run_1/congestion.png
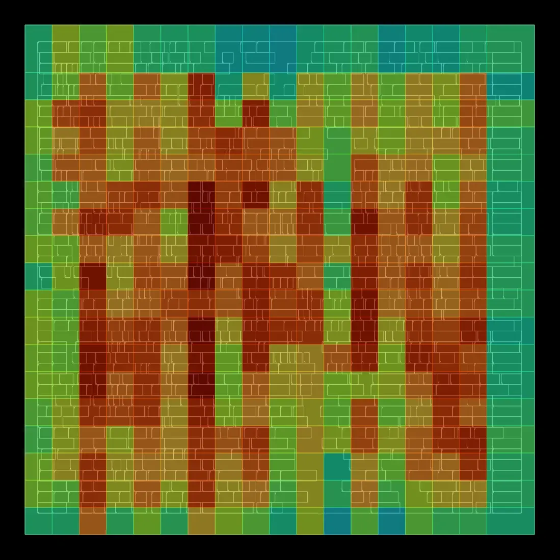
run_1/detail.png
Window x 45 to 85, y 71 to 111 um. Cells in gray, sequential cells in the stronger gray; small squares are vias.
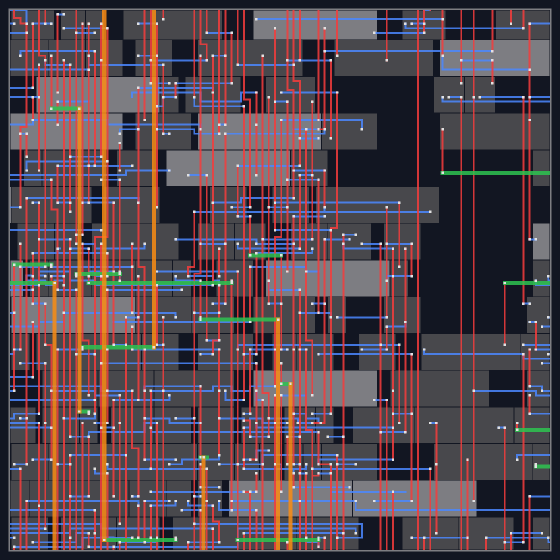
run_1/logic_types.png
Drawn at 4 px/um.
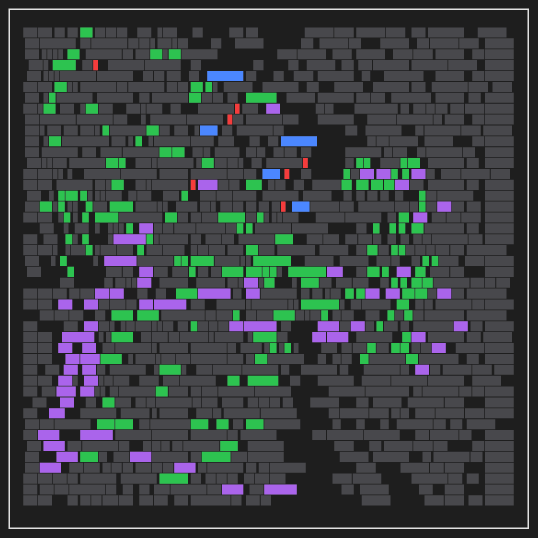
run_1/layer_met2.png
Drawn at 2 px/um.
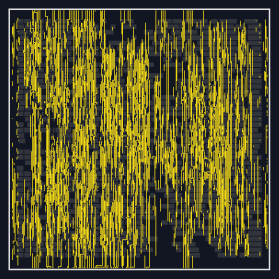
$ cat src/rtl/ram_arb_pkg.sv
// Shared definitions for the RAM access arbiter.
//   - access size encodings (byte / half / word; 2'b11 is illegal)
//   - FSM state and transaction-owner encodings
//   - per-transaction context latched at accept
//   - default starvation limit
//   - alignment check helper
package ram_arb_pkg;

  localparam logic [1:0] SZ_B = 2'b00;
  localparam logic [1:0] SZ_H = 2'b01;
  localparam logic [1:0] SZ_W = 2'b10;

  localparam int STARVE_LIM_DEF = 4;

  typedef enum logic [1:0] {
    IDLE,
    ISSUE,
    WAIT
  } state_t;

  typedef enum logic {
    OWN_CPU = 1'b0,
    OWN_IO  = 1'b1
  } owner_t;

  // Context needed after accept: who gets the response, and how to
  // align/extend the read data.
  typedef struct packed {
    owner_t     owner;
    logic       we;
    logic [1:0] lo;
    logic [1:0] size;
    logic       uns;
  } txn_t;

  // True when the access cannot be performed: illegal size, or a
  // half/word that is not naturally aligned.
  function automatic logic is_misaligned(input logic [1:0] size,
                                         input logic [1:0] lo);
    case (size)
      SZ_B:    return 1'b0;
      SZ_H:    return lo[0];
      SZ_W:    return lo != 2'b00;
      default: return 1'b1;
    endcase
  endfunction

endpackage

$ cat src/rtl/ram_access_arbiter_load_align.sv
// Combinational load alignment for the arbiter's WAIT datapath.
// Ports:
//   rdata  - raw 32-bit RAM word
//   lo     - byte offset addr[1:0] of the load
//   size   - SZ_B / SZ_H / SZ_W
//   uns    - 1 = zero-extend, 0 = sign-extend (byte/half only)
//   result - LSB-justified, extended load value
module ram_load_align
  import ram_arb_pkg::*;
(
  input  logic [31:0] rdata,
  input  logic [1:0]  lo,
  input  logic [1:0]  size,
  input  logic        uns,
  output logic [31:0] result
);

  logic [31:0] shifted;

  always_comb begin
    shifted = rdata >> {lo, 3'b000};
    case (size)
      SZ_B:    result = uns ? {24'h0, shifted[7:0]}
                            : {{24{shifted[7]}}, shifted[7:0]};
      SZ_H:    result = uns ? {16'h0, shifted[15:0]}
                            : {{16{shifted[15]}}, shifted[15:0]};
      default: result = shifted;
    endcase
  end

endmodule

$ cat src/rtl/ram_access_arbiter.sv
// Shares one single-port synchronous data RAM between the CPU load/store
// unit (primary) and the IO/debug loader (secondary).
// Ports:
//   clk, rst_n                 - clock, async active-low reset
//   cpu_req_* / cpu_rsp_*      - CPU request (valid/ready) and response pulse
//   io_req_*  / io_rsp_*       - IO request and response, same meaning
//   ram_en, ram_we, ram_addr,
//   ram_wdata, ram_rdata       - RAM macro interface (1-cycle read latency)
// A request is accepted only in IDLE. Misaligned/illegal requests respond
// one cycle after accept with err=1 and never touch the RAM. Legal stores
// respond two cycles after accept, loads three.
module ram_access_arbiter
  import ram_arb_pkg::*;
#(
  parameter int ADDR_W     = 16,
  parameter int STARVE_LIM = STARVE_LIM_DEF
) (
  input  logic              clk,
  input  logic              rst_n,

  input  logic              cpu_req_valid,
  output logic              cpu_req_ready,
  input  logic              cpu_we,
  input  logic [ADDR_W-1:0] cpu_addr,
  input  logic [1:0]        cpu_size,
  input  logic              cpu_unsigned,
  input  logic [31:0]       cpu_wdata,
  output logic              cpu_rsp_valid,
  output logic [31:0]       cpu_rsp_rdata,
  output logic              cpu_rsp_err,

  input  logic              io_req_valid,
  output logic              io_req_ready,
  input  logic              io_we,
  input  logic [ADDR_W-1:0] io_addr,
  input  logic [1:0]        io_size,
  input  logic              io_unsigned,
  input  logic [31:0]       io_wdata,
  output logic              io_rsp_valid,
  output logic [31:0]       io_rsp_rdata,
  output logic              io_rsp_err,

  output logic              ram_en,
  output logic [3:0]        ram_we,
  output logic [ADDR_W-3:0] ram_addr,
  output logic [31:0]       ram_wdata,
  input  logic [31:0]       ram_rdata
);

  localparam int               CNT_W   = $clog2(STARVE_LIM + 1);
  localparam logic [CNT_W-1:0] CNT_MAX = CNT_W'(STARVE_LIM);

  state_t            state, state_nxt;
  logic [CNT_W-1:0]  starve_cnt;
  txn_t              txn;

  logic              rsp_valid;
  logic              rsp_err;
  logic [31:0]       rsp_rdata;
  owner_t            rsp_owner;

  logic              io_force;
  logic              grant_cpu, grant_io;
  logic              acc_cpu, acc_io, accept, acc_err;
  txn_t              acc_txn;
  logic [ADDR_W-1:0] acc_addr;
  logic [31:0]       acc_wdata;
  logic [3:0]        cmd_we;
  logic [31:0]       cmd_wdata;
  logic [31:0]       load_data;

  // Arbitration, accept decode and next state.
  // NOTE: every signal written here gets a default first so no path leaves
  // it unassigned -- otherwise synthesis infers a latch.
  always_comb begin
    state_nxt = state;

    // IO only beats a valid CPU request once it has been starved enough.
    io_force  = io_req_valid && (starve_cnt == CNT_MAX);
    grant_io  = io_req_valid && (!cpu_req_valid || io_force);
    grant_cpu = cpu_req_valid && !grant_io;

    cpu_req_ready = rst_n && (state == IDLE) && grant_cpu;
    io_req_ready  = rst_n && (state == IDLE) && grant_io;

    acc_cpu = cpu_req_valid && cpu_req_ready;
    acc_io  = io_req_valid && io_req_ready;
    accept  = acc_cpu || acc_io;

    acc_txn.owner = grant_io ? OWN_IO : OWN_CPU;
    acc_txn.we    = grant_io ? io_we        : cpu_we;
    acc_txn.size  = grant_io ? io_size      : cpu_size;
    acc_txn.uns   = grant_io ? io_unsigned  : cpu_unsigned;
    acc_addr      = grant_io ? io_addr      : cpu_addr;
    acc_wdata     = grant_io ? io_wdata     : cpu_wdata;
    acc_txn.lo    = acc_addr[1:0];
    acc_err       = is_misaligned(acc_txn.size, acc_txn.lo);

    // Byte lanes and replicated write data for the RAM command.
    case (acc_txn.size)
      SZ_B: begin
        cmd_we    = 4'b0001 << acc_txn.lo;
        cmd_wdata = {4{acc_wdata[7:0]}};
      end
      SZ_H: begin
        cmd_we    = 4'b0011 << acc_txn.lo;
        cmd_wdata = {2{acc_wdata[15:0]}};
      end
      default: begin
        cmd_we    = 4'b1111;
        cmd_wdata = acc_wdata;
      end
    endcase
    if (!acc_txn.we) begin
      cmd_we    = 4'b0000;
      cmd_wdata = 32'h0;
    end

    case (state)
      IDLE:    if (accept && !acc_err) state_nxt = ISSUE;
      ISSUE:   state_nxt = txn.we ? IDLE : WAIT;
      WAIT:    state_nxt = IDLE;
      default: state_nxt = IDLE;
    endcase
  end

  // NOTE: sequential state uses non-blocking assignments so every register
  // samples pre-edge values regardless of process ordering.
  always_ff @(posedge clk or negedge rst_n) begin
    if (!rst_n) state <= IDLE;
    else        state <= state_nxt;
  end

  // Starvation counter: counts CPU wins while IO is waiting.
  always_ff @(posedge clk or negedge rst_n) begin
    if (!rst_n) begin
      starve_cnt <= '0;
    end else if (!io_req_valid || acc_io) begin
      starve_cnt <= '0;
    end else if (acc_cpu && (starve_cnt != CNT_MAX)) begin
      starve_cnt <= starve_cnt + 1'b1;
    end
  end

  ram_load_align u_load_align (
    .rdata  (ram_rdata),
    .lo     (txn.lo),
    .size   (txn.size),
    .uns    (txn.uns),
    .result (load_data)
  );

  // RAM command and response registers. Command and response strobes are
  // single-cycle: they default to zero every cycle and are set only by the
  // event that produces them, so ram_en is high exactly while in ISSUE.
  always_ff @(posedge clk or negedge rst_n) begin
    if (!rst_n) begin
      txn       <= '0;
      ram_en    <= 1'b0;
      ram_we    <= '0;
      ram_addr  <= '0;
      ram_wdata <= '0;
      rsp_valid <= 1'b0;
      rsp_err   <= 1'b0;
      rsp_rdata <= '0;
      rsp_owner <= OWN_CPU;
    end else begin
      ram_en    <= 1'b0;
      ram_we    <= '0;
      ram_addr  <= '0;
      ram_wdata <= '0;
      rsp_valid <= 1'b0;
      rsp_err   <= 1'b0;
      rsp_rdata <= '0;

      if (accept) begin
        txn <= acc_txn;
        if (acc_err) begin
          rsp_valid <= 1'b1;
          rsp_err   <= 1'b1;
          rsp_owner <= acc_txn.owner;
        end else begin
          ram_en    <= 1'b1;
          ram_we    <= cmd_we;
          ram_addr  <= acc_addr[ADDR_W-1:2];
          ram_wdata <= cmd_wdata;
        end
      end

      case (state)
        ISSUE: begin
          if (txn.we) begin
            rsp_valid <= 1'b1;
            rsp_owner <= txn.owner;
          end
        end
        WAIT: begin
          rsp_valid <= 1'b1;
          rsp_rdata <= load_data;
          rsp_owner <= txn.owner;
        end
        default: ;
      endcase
    end
  end

  // Response steering: only the owner's port ever sees a response.
  always_comb begin
    cpu_rsp_valid = rsp_valid && (rsp_owner == OWN_CPU);
    cpu_rsp_err   = rsp_err   && (rsp_owner == OWN_CPU);
    cpu_rsp_rdata = (rsp_owner == OWN_CPU) ? rsp_rdata : 32'h0;
    io_rsp_valid  = rsp_valid && (rsp_owner == OWN_IO);
    io_rsp_err    = rsp_err   && (rsp_owner == OWN_IO);
    io_rsp_rdata  = (rsp_owner == OWN_IO) ? rsp_rdata : 32'h0;
  end

endmodule
$ cat config.mk
export PLATFORM = sky130hd
export DESIGN_NAME = ram_access_arbiter
export DESIGN_NICKNAME = d
export VERILOG_FILES = /design/src/rtl/ram_arb_pkg.sv /design/src/rtl/ram_access_arbiter_load_align.sv /design/src/rtl/ram_access_arbiter.sv
export SDC_FILE = /design/constraint.sdc
export NUM_CORES = 1
export LEC_CHECK = 0
export CAP_MARGIN = 20
export CORE_MARGIN = 3
export CORE_UTILIZATION = 38
export DETAILED_ROUTE_END_ITERATION = 12
export PLACE_DENSITY = 0.77
export SYNTH_ARGS = -nofsm -noshare
export SYNTH_HDL_FRONTEND = slang
export SYNTH_HIERARCHICAL = 1
export SYNTH_SLANG_ARGS = --single-unit
$ cat constraint.sdc
create_clock -name clk -period 1.75 [get_ports clk]
set_clock_uncertainty 0.1 [all_clocks]
set_input_delay 0.35 -clock clk [delete_from_list [all_inputs] [get_ports clk]]
set_output_delay 0.35 -clock clk [all_outputs]
set_load 0.05 [all_outputs]
==> flow_summary.toml, run 1 <==
# flow metrics
[clock_network]
cts.hold.buffers_added = 0
resized_gates_after_cts = 218
htree_num_levels = 3
insertion_delay_to_the_later_sink_of_the_worst_skew_pair_ns = 0.35
numCtsBuffers = 9
cts_tree = "done"
clock_tree.buffer_depth = 2
cts-root-buf = "sky130_fd_sc_hd__clkbuf_16"

[run]
drv_cap = 0

[detailed_routing]
detail_route.iter0.violations = 516
drt_drc_violations_left = 0
drtAntennaViolNets = 0

[timing]
timing.fmax_ghz = 0.484
rsz0062_at_grt = "yes"
layout_worst_path_cycle_share_pct = 118
fin_ws_ns = -0.318
fin_tns_setup_ns = -22.12
timing.max_slew.rel_slack_pct = 64.5
finalCriticalPeriod_ns = 2.07
slew_viol_final = 0
setup_viol = 132

[critical_path]
crit_chain = "inv_2 > ha_4 > a21bo_4 > nand2_8 > buf_12 > buf_12 > mux2i_4 > clkbuf_16 > buf_8 > a31oi_4"
timing.critical_path.arrival_ns = 2.21
crit_path_top_delay_cell = "sky130_fd_sc_hd__dfrtp_1"
reg2reg_from = "starve_cnt[1]"
worst_r2r_path_depth = 10
kind_of_start_point_of_the_critical_path = "flip-flop"
critPathBufInv = 5
r2r_setup_slack_ns = -0.32
timing.critical_path.required_ns = 1.89
critPathCaptureType = "flip-flop"
path_common_cell = "sky130_fd_sc_hd__buf_12"
setup.worst_path.end = "ram_we[0]"
setup.worst_path.start = "starve_cnt[1]"

[synth]
flop_cell = "sky130_fd_sc_hd__dfrtp_1"
number_of_standard_cells_reported_by_yosys = 625
yosys-stat-area_um2 = 5790
max_area_cell_share_pct = 42.4
simple_gate_share_pct = 24.5
synth-xor-area-share_pct = 0.151
async_flop_share_pct = 100
ys_top_cells_by_area = "sky130_fd_sc_hd__dfrtp_1 42%, sky130_fd_sc_hd__mux2i_1 8.3%, sky130_fd_sc_hd__and2_1 7.2%"
ys_types = 54
top_area_cell = "sky130_fd_sc_hd__dfrtp_1"
synth.cell_area_um2 = 5790
synth.net_count = 770
synthTopLogicFamily = "simple AND/OR/NAND/NOR gates"
yosys.area_share.adder_pct = 1.08

[layout]
fillers = 794
fin_nets = 1150
dominant_cells = "non-clock buffers"
total_of_plain_and_repair_buffers_excluding_clock_buffers = 411
syn_to_final_growth_pct = 110
n_clock_buffer = 9
n_multi_input_combinational_cell = 478
final_layout_size_suffix_gt1_share_pct = 49.0
final-clk-cell-share_pct = 2.99
sequential_cell_area_um2 = 2450
sequential_share_of_cell_area_pct = 20.2
n_sequential_cell = 98

[global_route]
grt_overflow = 0
grt_pass1_wl_um = 37800
grt_antenna_before_repair = 0
grt_pass1_vias = 6717

[place]
globalplace.congestion = 0.920
hpwl_um = 16300
detailedPlace.worstSlack_ns = -0.571

[die]
die_h_um = 129
chipWidth_um = 129
core_box_area_um2 = 14700
well_tap_count = 184
boundaryPins = 261
row_count = 44

[pwr]
pg_comb_mw = 8.30
share_clk_of_total_power_pct = 18.2
seq_cell_power_mw = 2.86
max-vdd-ir-drop_mv = 0.611
p_int_mw = 8.30
power.switching_mw = 5.34
p_leak_nw = 5.36
ratio_of_total_power_to_cell_area_nw_per_um2 = 1120

[min_path]
worst_hold_path_type = "in2async"

[run_status]
status = "complete, but fails checks"
violated_checks = "setup timing"
## Picture notes: congestion.png
busiest grt layer: met2
Layout Utilization: 82.6%
Routed wire per std cell: 21.7 um
total routing usage reported by global routing: 29.8%

## Picture notes: detail.png
metal 2 -> red
metal 3 -> green
metal 1 -> blue
metal 4 -> orange
sequential cells in the window = 11
netlist names of flops here include = starve_cnt (3), txn (3), state (2)
most frequent = buf_4 (26), dfrtp_1 (11)
cells with their middle in the window = 110

## Picture notes: logic_types.png
fa/ha/maj cells -> blue  # cells 5, where north
aoi and oai cells -> green  # cells 134
inv cells -> red  # cells 7
mux cells -> purple  # cells 60
share of cell area taken by multi-input logic gates: 33.5%
tally of non-filler cells in the final layout: 1193
most common cell after layout, fill and taps aside: sky130_fd_sc_hd__clkdlybuf4s50_1

## Picture notes: layer_met2.png
nets with wire on the layer = 1054
longest straight run = 65.1 um
main direction = vertical
detailed-route wire length: 25900 um
GRT met2 Usage: 54.5%
vias after detailed routing: 6429

run 1: layer usage:
metal	global-route usage (%)	wire [um]	vias to the layer above
met4	11.0	1020	0
met5	0	0	-
li1	-	-	2892
met2	54.5	13500	343
met1	33.6	9390	3124
met3	7.01	1950	70
run 1: cell usage in the layout, fill, tap and decap left out, types with 7 or more instances in the layout:
cell type / instances
sky130_fd_sc_hd__a211oi_1: 7
sky130_fd_sc_hd__a21oi_1: 25
sky130_fd_sc_hd__a21oi_2: 23
sky130_fd_sc_hd__and2_1: 32
sky130_fd_sc_hd__and2_4: 36
sky130_fd_sc_hd__buf_12: 88
sky130_fd_sc_hd__buf_16: 11
sky130_fd_sc_hd__buf_4: 132
sky130_fd_sc_hd__buf_6: 31
sky130_fd_sc_hd__buf_8: 7
sky130_fd_sc_hd__clkbuf_16: 12
sky130_fd_sc_hd__clkdlybuf4s50_1: 137
sky130_fd_sc_hd__dfrtp_1: 97
sky130_fd_sc_hd__mux2_4: 9
sky130_fd_sc_hd__mux2i_1: 38
sky130_fd_sc_hd__mux2i_4: 8
sky130_fd_sc_hd__nand2_1: 88
sky130_fd_sc_hd__nor2_1: 11
sky130_fd_sc_hd__nor2_2: 11
sky130_fd_sc_hd__nor2_4: 11
sky130_fd_sc_hd__nor2b_1: 12
sky130_fd_sc_hd__nor2b_4: 37
sky130_fd_sc_hd__o21ai_0: 23
sky130_fd_sc_hd__o22ai_1: 8
sky130_fd_sc_hd__o2bb2ai_1: 8
sky130_fd_sc_hd__or2_2: 9
run 1: through the flow:
step	instances	hold WS, ns	cell area (um2)
global placement	1110	0.389	9870
global route	1193	0.0583	12100
CTS	1176	0.0375	11700
floorplan	625	-0.0456	5900
finish	1193	0.0166	12100
detailed placement	1110	0.397	9870
==> run 2, diff against run 1 <==
--- a/config.mk
+++ b/config.mk
@@ -5,6 +5,7 @@
 export SDC_FILE = /design/constraint.sdc
 export NUM_CORES = 1
 export LEC_CHECK = 0
+export ABC_CLOCK_PERIOD_IN_PS = 1750
 export CAP_MARGIN = 20
 export CORE_MARGIN = 3
 export CORE_UTILIZATION = 38
run_2/detail.png
Window x 45 to 85, y 71 to 111 um. Cells in gray, sequential cells in the stronger gray; small squares are vias.
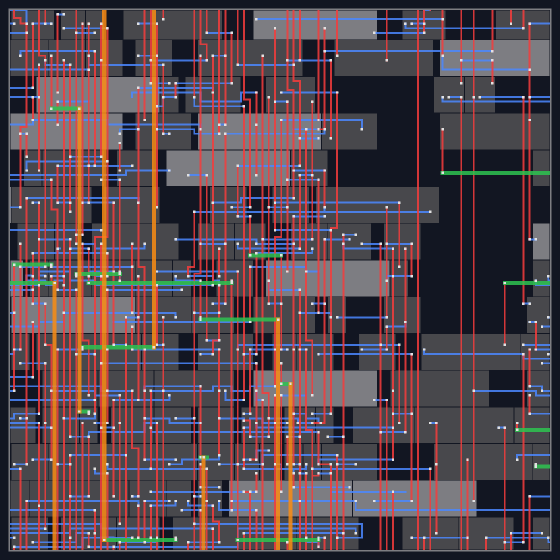

==> run 2 against run 1 <==
The run still ends with setup timing left. Clock power about the same. Wire length is the same. Cell count did not move. Sequential power about the same. Non-clock buffer count did not move. Critical path depth stayed put. Synthesized area did not move. Sequential cell count is the same.
==> flow_summary.toml, run 2 <==
# flow metrics
[detailed_routing]
detail_route.iter0.violations = 516
drtAntennaViolNets = 0
met2WireLength_um = 13500
routed_length_on_met1_um = 9390
drt_wl_total_um = 25900
routed.top_layer = "met4"
vias_after_detailed_routing = 6429

[layout]
final_layout_top_logic_cells = "137 x sky130_fd_sc_hd__clkdlybuf4s50_1, 132 x sky130_fd_sc_hd__buf_4, 97 x sky130_fd_sc_hd__dfrtp_1"
fillers = 794
final_layout_size_suffix_gt1_share_pct = 49.0
fin_nets = 1150

[die]
row_count = 44
chipWidth_um = 129
boundaryPins = 261
core_box_area_um2 = 14700

[timing]
setup_viol = 132
finalCriticalPeriod_ns = 2.07
timing.max_slew.rel_slack_pct = 64.5
fin_ws_ns = -0.318
timing.fmax_ghz = 0.484
layout_worst_path_cycle_share_pct = 118

[synth]
ys_top_cells_by_area = "sky130_fd_sc_hd__dfrtp_1 42%, sky130_fd_sc_hd__mux2i_1 8.3%, sky130_fd_sc_hd__and2_1 7.2%"
number_of_standard_cells_reported_by_yosys = 625
flop_cell = "sky130_fd_sc_hd__dfrtp_1"
yosys.area_share.adder_pct = 1.08
synth.cell_area_um2 = 5790
synthTopLogicFamily = "simple AND/OR/NAND/NOR gates"
ys_types = 54
yosys-stat-area_um2 = 5790
top_area_cell = "sky130_fd_sc_hd__dfrtp_1"

[critical_path]
critPathCaptureType = "flip-flop"
critPathBufInv = 5
crit_path_top_delay_cell = "sky130_fd_sc_hd__dfrtp_1"

[min_path]
worst_hold_path_type = "in2async"

[global_route]
grt_pass1_vias = 6717
grt_antenna_before_repair = 0
grt_overflow = 0

[run_status]
status = "complete, but fails checks"
violated_checks = "setup timing"

[run]
drv_cap = 0

[pwr]
ratio_of_total_power_to_cell_area_nw_per_um2 = 1120

[clock_network]
clock_tree.buffer_depth = 2
insertion_delay_to_the_later_sink_of_the_worst_skew_pair_ns = 0.35
run_2/congestion.png
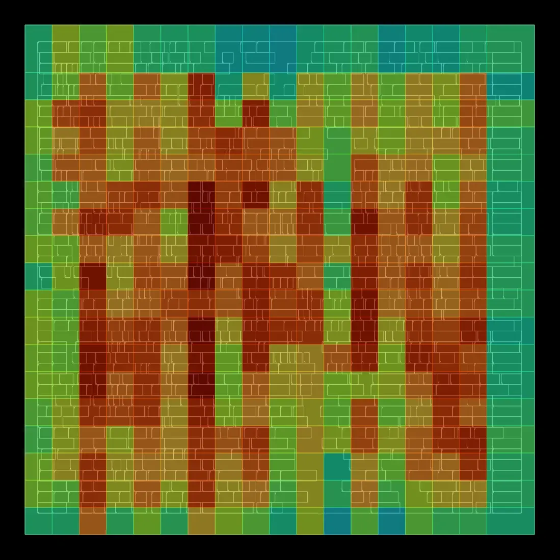
met3 track utilization from global routing: 7.01%
met1 layer usage reported by global route: 33.6%

==> run 2: cell counts in the layout (fill, tap and decap cells not counted) <==
No cell type changed its count.
==> run 2: metrics by stage <==
stage               TNS, ns  setup WS, ns  area (um2)  util, %  hold slack [ns]
floorplan             -1.65        -0.107        5900        -          -0.0456
global placement     -32.75        -0.504        9870     67.1            0.389
detailed placement   -36.03        -0.571        9870     67.1            0.397
CTS                  -17.33        -0.267       11700     79.6           0.0375
global route         -27.79        -0.356       12100     82.6           0.0583
finish               -22.12        -0.318       12100     82.6           0.0166
==> run 2: routing by layer <==
| layer | global-route usage (%) | vias to the layer above |
|---|---|---|
| li1 | - | 2892 |
| met1 | 33.6 | 3124 |
| met2 | 54.5 | 343 |
| met3 | 7.01 | 70 |
| met4 | 11.0 | 0 |
| met5 | 0 | - |
==> run 2: final timing paths <==
kind,startpoint,endpoint,slack [ns],cells after the start
max,starve_cnt[1],ram_we[0],-0.32,10
min,rst_n,rsp_rdata[19],0.02,2
max reg2reg,starve_cnt[1],ram_we[0],-0.32,10
min reg2reg,txn[5],txn[5],0.44,2
max in group asynchronous,rst_n,rsp_owner,1.13,2
min in group clk,io_addr[13],ram_addr[11],0.43,3
==> run 2: area by class of cell <==
cell class,instances,area (um2),area share (%)
flip-flops and latches,98,2450,20.2
clock inverters,6,138,1.13
clock buffers,9,225,1.86
inverters,7,26.3,0.217
well taps,184,230,1.90
multi-input cells,478,4060,33.5
repair buffers,411,5000,41.2
==> run 2: power breakdown <==
| part | internal (mW) | switching (mW) | total, mW |
|---|---|---|---|
| logic | 4.15 | 4.15 | 8.30 |
| registers | 2.60 | 0.256 | 2.86 |
| clock network | 1.55 | 0.934 | 2.48 |
| total | 8.30 | 5.34 | 13.6 |
Power figures rest on the tool's default switching activity, not on a simulated workload.
